### config.mk
export PLATFORM = sky130hd
export DESIGN_NAME = meta_window_sweep
export DESIGN_NICKNAME = d
export VERILOG_FILES = /design/src/rtl/meta_window_sweep.sv
export SDC_FILE = /design/constraint.sdc
export NUM_CORES = 1
export LEC_CHECK = 0
export ABC_CLOCK_PERIOD_IN_PS = 3800
export CORE_MARGIN = 2
export CORE_UTILIZATION = 50
export DETAILED_ROUTE_END_ITERATION = 10
export PLACE_DENSITY_LB_ADDON = 0.12
export SYNTH_ARGS = -nofsm -noshare
export SYNTH_HDL_FRONTEND = slang
export SYNTH_SLANG_ARGS = --single-unit
### constraint.sdc
create_clock -name clk -period 3.8 [get_ports clk]
set_input_delay 1.14 -clock clk [delete_from_list [all_inputs] [get_ports clk]]
set_output_delay 1.14 -clock clk [all_outputs]
set_load 0.02 [all_outputs]
### src/rtl/meta_window_sweep.sv
// Sweep controller for the metastability detector: steps win_sel over a
// range, settles, counts detector errors per window and tracks the minimum.
module meta_window_sweep #(
  parameter int WIN_W         = 4,
  parameter int CNT_W         = 16,
  parameter int SETTLE_CYCLES = 4,
  parameter int MEAS_CYCLES   = 1024
) (
  input  logic             clk,
  input  logic             rst_n,
  input  logic             start,
  input  logic             abort,
  input  logic [WIN_W-1:0] win_lo,
  input  logic [WIN_W-1:0] win_hi,
  input  logic             error,
  output logic [WIN_W-1:0] win_sel,
  output logic             busy,
  output logic             res_valid,
  output logic [WIN_W-1:0] res_win,
  output logic [CNT_W-1:0] res_cnt,
  output logic [WIN_W-1:0] best_win,
  output logic [CNT_W-1:0] best_cnt,
  output logic             done,
  output logic             cfg_err
);

  localparam int TMAX = (SETTLE_CYCLES > MEAS_CYCLES) ?
                        SETTLE_CYCLES : MEAS_CYCLES;
  localparam int TW = $clog2(TMAX + 1);
  localparam logic [TW-1:0] S_LD = TW'(SETTLE_CYCLES - 1);
  localparam logic [TW-1:0] M_LD = TW'(MEAS_CYCLES - 1);

  typedef enum logic [2:0] {
    IDLE, SETTLE, MEASURE, REPORT, DONE
  } state_t;

  state_t           state_q, state_d;
  logic [WIN_W-1:0] hi_q, hi_d;
  logic [TW-1:0]    tmr_q, tmr_d;
  logic [CNT_W-1:0] cnt_q, cnt_d, cnt_inc;
  logic [WIN_W-1:0] win_sel_q, win_sel_d;
  logic [WIN_W-1:0] res_win_q, res_win_d;
  logic [CNT_W-1:0] res_cnt_q, res_cnt_d;
  logic [WIN_W-1:0] best_win_q, best_win_d;
  logic [CNT_W-1:0] best_cnt_q, best_cnt_d;
  logic             busy_q, busy_d;
  logic             res_valid_q, res_valid_d;
  logic             done_q, done_d;
  logic             cfg_err_q, cfg_err_d;

  always_comb begin
    state_d    = state_q;
    hi_d       = hi_q;
    tmr_d      = tmr_q;
    cnt_d      = cnt_q;
    win_sel_d  = win_sel_q;
    res_win_d  = res_win_q;
    res_cnt_d  = res_cnt_q;
    best_win_d = best_win_q;
    best_cnt_d = best_cnt_q;
    cfg_err_d  = 1'b0;
    cnt_inc    = (error && cnt_q != '1) ? cnt_q + 1'b1 : cnt_q;
    // abort wins over every transition and freezes results
    if (abort && state_q != IDLE) begin
      state_d = IDLE;
    end else begin
      unique case (state_q)
        IDLE: begin
          if (start) begin
            if (win_lo <= win_hi) begin
              hi_d       = win_hi;
              win_sel_d  = win_lo;
              best_cnt_d = '1;
              cnt_d      = '0;
              tmr_d      = S_LD;
              state_d    = SETTLE;
            end else begin
              cfg_err_d = 1'b1;
            end
          end
        end
        SETTLE: begin
          if (tmr_q == '0) begin
            tmr_d   = M_LD;
            cnt_d   = '0;
            state_d = MEASURE;
          end else begin
            tmr_d = tmr_q - 1'b1;
          end
        end
        MEASURE: begin
          cnt_d = cnt_inc;
          if (tmr_q == '0) begin
            state_d   = REPORT;
            res_win_d = win_sel_q;
            res_cnt_d = cnt_inc;
            if (cnt_inc < best_cnt_q) begin
              best_win_d = win_sel_q;
              best_cnt_d = cnt_inc;
            end
          end else begin
            tmr_d = tmr_q - 1'b1;
          end
        end
        REPORT: begin
          // compare before increment so the top window never wraps
          if (win_sel_q == hi_q) begin
            state_d = DONE;
          end else begin
            win_sel_d = win_sel_q + 1'b1;
            tmr_d     = S_LD;
            state_d   = SETTLE;
          end
        end
        DONE:    state_d = IDLE;
        default: state_d = IDLE;
      endcase
    end
    busy_d      = (state_d != IDLE);
    res_valid_d = (state_d == REPORT);
    done_d      = (state_d == DONE);
  end

  always_ff @(posedge clk or negedge rst_n) begin
    if (!rst_n) begin
      state_q     <= IDLE;
      hi_q        <= '0;
      tmr_q       <= '0;
      cnt_q       <= '0;
      win_sel_q   <= '0;
      res_win_q   <= '0;
      res_cnt_q   <= '0;
      best_win_q  <= '0;
      best_cnt_q  <= '1;
      busy_q      <= 1'b0;
      res_valid_q <= 1'b0;
      done_q      <= 1'b0;
      cfg_err_q   <= 1'b0;
    end else begin
      state_q     <= state_d;
      hi_q        <= hi_d;
      tmr_q       <= tmr_d;
      cnt_q       <= cnt_d;
      win_sel_q   <= win_sel_d;
      res_win_q   <= res_win_d;
      res_cnt_q   <= res_cnt_d;
      best_win_q  <= best_win_d;
      best_cnt_q  <= best_cnt_d;
      busy_q      <= busy_d;
      res_valid_q <= res_valid_d;
      done_q      <= done_d;
      cfg_err_q   <= cfg_err_d;
    end
  end

  assign win_sel   = win_sel_q;
  assign busy      = busy_q;
  assign res_valid = res_valid_q;
  assign res_win   = res_win_q;
  assign res_cnt   = res_cnt_q;
  assign best_win  = best_win_q;
  assign best_cnt  = best_cnt_q;
  assign done      = done_q;
  assign cfg_err   = cfg_err_q;

endmodule

Run 1, close-up of the layout:
Window x 29 to 69, y 10 to 50 µm. Cells in grey, sequential cells in the stronger grey; small squares are vias.
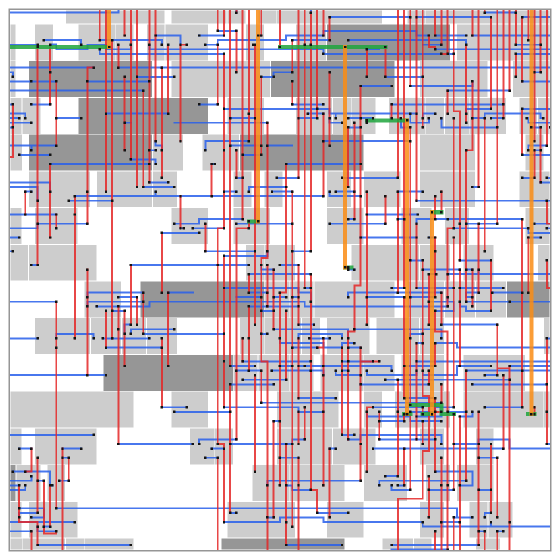
| layer | colour |
|---|---|
| M4 | orange |
| M3 | green |
| M2 | red |
| M1 | blue |
sequential cells in the window: 8
cells with their middle in the window: 108
most frequent: buf_4 (12), nand2_1 (11), o21ai_0 (9)
netlist names of flops here include: cnt_q (5), state_q (2)

Run 1, placement view:
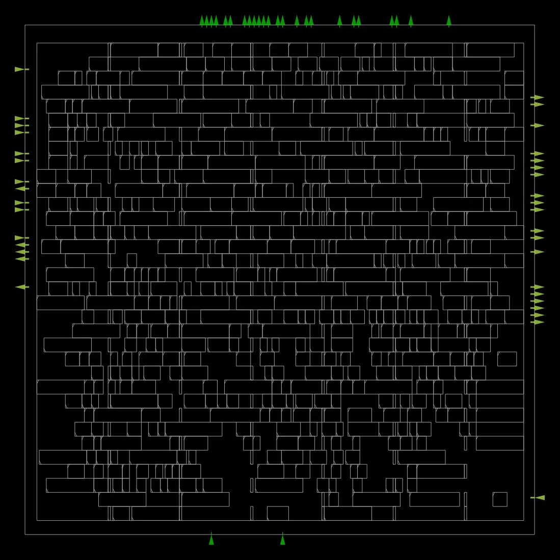
Non-Filler Instances: 677
fill cell count: 659
# Taps: 108

Run 1, signal wires by layer:
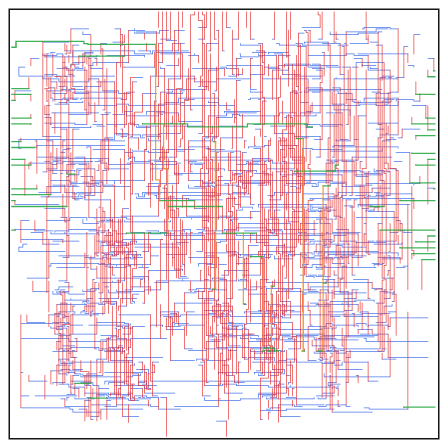
| layer | colour | wire length |
|---|---|---|
| M4 | orange | 237 µm |
| M1 | blue | 4730 µm |
| M3 | green | 312 µm |
| M2 | red | 5990 µm |

-- run 1: cells in the mapped netlist, types with 6 or more instances --
master / instances / area, µm²
a2bb2oi_1: 17 / 149
nand3_1: 12 / 60.1
dfstp_2: 16 / 420
xor2_1: 12 / 105
and4_1: 8 / 70.1
nand2_1: 42 / 158
inv_1: 39 / 146
o21ai_0: 38 / 190
nor2_1: 34 / 128
nor3_1: 6 / 30.0
a21oi_1: 31 / 155
and3_1: 8 / 50.1
o31ai_1: 7 / 52.6
mux2_2: 12 / 135
ha_1: 22 / 275
clkbuf_1: 7 / 26.3
nand4_1: 6 / 37.5
dfrtp_1: 66 / 1650
-- run 1: power by group --
| group | internal [W] | switching [W] |
|---|---|---|
| combinational | 0.000623 | 0.000649 |
| sequential | 0.00109 | 0.000199 |
| clock | 0.000445 | 0.000351 |
==> run notes, run 1 <==
run metrics: status finished clean, final instance area 0.00601 mm², Die H 98.7 µm, clk buf depth 2, Critical Path End Type flip-flop, Via-to-Cell Ratio 5.62, CTS sink cnt 82, CP endpoint best_win[0]$_DFFE_PN0P_, yosys warns 0, endpoints failing hold 0, crit-path most repeated cell buf_6, Max IR drop VDD 339 µV, DRT iter0 DRCs 151, Synth Instances 463, count of clock buffers in the final design 9, Crit. path cell count 18, clk tree area frac 4.12%, Power Density 559 mW/mm², PortBufs 60, Placer Congestion 0.875, buffer-and-inverter tally for the worst setup path 7, GRT overflow 0, Worst Path Max Fanout 5, Latency at later pin 360 ps, top routing layer used met4, Worst slew margin roughly a third, Comb gate area about 0.0024 mm², RR Startpoint cnt_q[5]$_DFFE_PN0P_, Register Area 0.00207 mm², Worst path max stage delay 300 ps, post-synthesis simple-gate area fraction 17.3%, met3 WL 312 µm, ANT cells 0, post-CTS setup buffers 8, first-pass GRT wire length 18.1 mm, logic share of the area 39.7%, Max Cap Viol 0, yosys stat area ~0.0045 mm², Hold Path Stages 1, WHS 509 ps, CTS tree yes, Pleak 2.90 nW, Via Count 3808, flop share of the area between 30% and 40%, yosys stat cell total ~460, Fmax 266 MHz, Worst Hold End res_win[0]$_DFFE_PN0P_, DRC 0, Root Buffer clkbuf_8, most frequent logic cell in the layout dfrtp_1, R2R cell count 16, Reg2Reg Capture Point best_win[0]$_DFFE_PN0P_, clock skew 12.8 ps, Area Overhead vs Synth 34.0%, chip area 0.00974 mm², Reg2Reg Setup Slack about 100 ps, TritonCTS Buffers 9, Synth Net Count about 500, yosys aoi share ~18%, IO Pins 61, unique cell type count in the Yosys netlist 54
## Run 2: what changed since run 1
- CTS_CLUSTER_SIZE: default -> 40
Run 2, the metal 3 layer:
Bar = 20 µm.
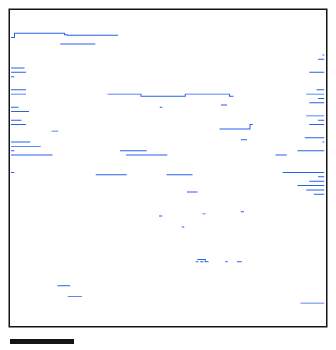
wire length on this layer: 312 µm
nets with wire on the layer: 48
longest straight run: 15.6 µm
share of all routed wire: 2.8%
main direction: horizontal

==> run 2 against run 1 <==
Final area did not move. Area after synthesis did not move. Register-to-register slack barely moved. Critical endpoint unchanged.
==> run notes, run 2 <==
run metrics: status finished clean, endpoints failing hold 0 (unchanged), Via Count 3808 (unchanged), combinational share of power 37.9% (about the same), Crit. path cell count 18 (unchanged), buffer-and-inverter tally for the worst setup path 7 (unchanged), yosys warns 0 (unchanged), CTS sink cnt 82 (unchanged), Reg2Reg Setup Slack 100 ps (about the same), P_comb 0.00127 W (about the same), post-CTS setup buffers 8 (unchanged), # rows 34, CP top delay family buffers and inverters, area share, top type 36.8% (unchanged), crit-path most repeated cell buf_6, M3 GR Usage 4.26%, cell taking the most area after synthesis dfrtp_1, PortBufs 60 (unchanged), Largest Pwr Group registers, Worst path max stage delay 300 ps (about the same), sequential power 0.00129 W (about the same), # setup viols final 0, Reg2Reg Capture Point best_win[0]$_DFFE_PN0P_, top routing layer used met4, NetSw 0.00120 W (unchanged), TritonCTS Buffers 9 (unchanged), Fmax 266 MHz (unchanged), R2R cell count 16 (unchanged), Critical Path Source Type input port, clk buf depth 2 (unchanged), Power Density 559 mW/mm² (unchanged), Root Buffer clkbuf_8, met3 WL 312 µm (unchanged), yosys stat cell total 463 (unchanged), Area Overhead vs Synth 34.0% (unchanged), Pleak 2.90 nW (unchanged), CTS tree yes, Latency at later pin 360 ps (about the same), unique cell type count in the Yosys netlist 54 (unchanged), GRT overflow 0 (unchanged), Reg power frac 38.5% (about the same), top cells by count dfrtp_1 (66), nand2_1 (42), inv_1 (39), clock power share 23.7% (about the same), Main area contributors dfrtp_1 (37%), dfstp_2 (9.4%), ha_1 (6.1%), post-synthesis simple-gate area fraction 17.3% (unchanged), Placer Congestion 0.875 (unchanged), Sw Share 35.7% (unchanged), IO Pins 61 (unchanged), Internal 0.00216 W (unchanged), ANT cells 0 (unchanged), DRT iter0 DRCs 151 (unchanged), Synth top cell by count dfrtp_1, share of layout cells above drive strength 1 23.7%, Die H 98.7 µm (unchanged), WP data arrival 4000 ps, Critical Path End Type flip-flop, RR Startpoint cnt_q[5]$_DFFE_PN0P_, clk pwr 0.000796 W (about the same), yosys stat area 0.00448 mm² (unchanged), first-pass GRT wire length 18.1 mm (unchanged), clock skew 12.8 ps (unchanged), CP max stage cell mux2_4, chip area 0.00974 mm² (unchanged), Hold Path Stages 1 (unchanged), wire per inst 16.6 µm, yosys aoi share 18.2% (unchanged), Worst Path Max Fanout 5 (unchanged), Worst slew margin 31.5% (unchanged), DRC 0 (unchanged), CP endpoint best_win[0]$_DFFE_PN0P_, Max Cap Viol 0 (unchanged), Synth Net Count 498 (unchanged), most frequent logic cell in the layout dfrtp_1, post-layout period usage of the worst path 98.9%, Worst Hold End res_win[0]$_DFFE_PN0P_, Via-to-Cell Ratio 5.62 (unchanged), Synth Instances 463 (unchanged), Max IR drop VDD 339 µV (unchanged)
Run 2, placement view:
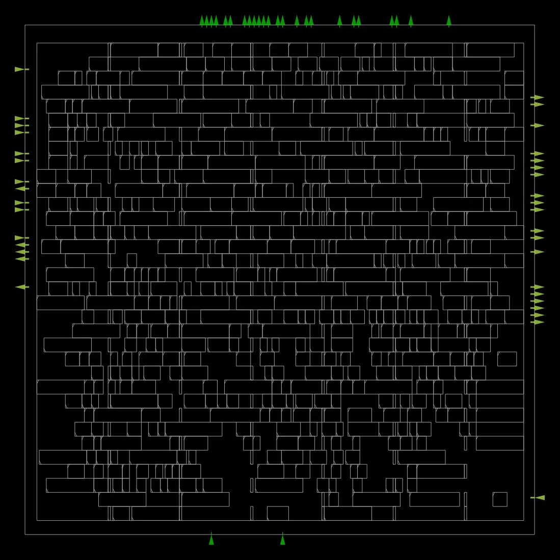
Final Core Density: 68.9%
core area: 0.00872 mm²

[run 2: cell counts after synthesis]
No cell type changed its count.
[run 2: cell type report]
type	instances	area [µm²]
fill	659	2710
sequential	82	2070
tap	108	135
inverter	40	150
timing repair buffer	106	1020
clock buffer	9	124
multi-input combinational	325	2380
clock inverter	7	124
[run 2: stage by stage]
step | hold slack (ps) | instance area (µm²) | instances | total power, W
final | 509 | 6010 | 677 | 0.00336
after global routing | 529 | 6010 | 677 | 0.00356
after CTS | 514 | 5880 | 675 | 0.00334
after detailed placement | 494 | 5470 | 650 | 0.00251
after global placement | 480 | 5470 | 650 | 0.00248
after floorplan | 469 | 4530 | 463 | 0.00203
Power figures rest on the tool's default switching activity, not on a simulated workload.
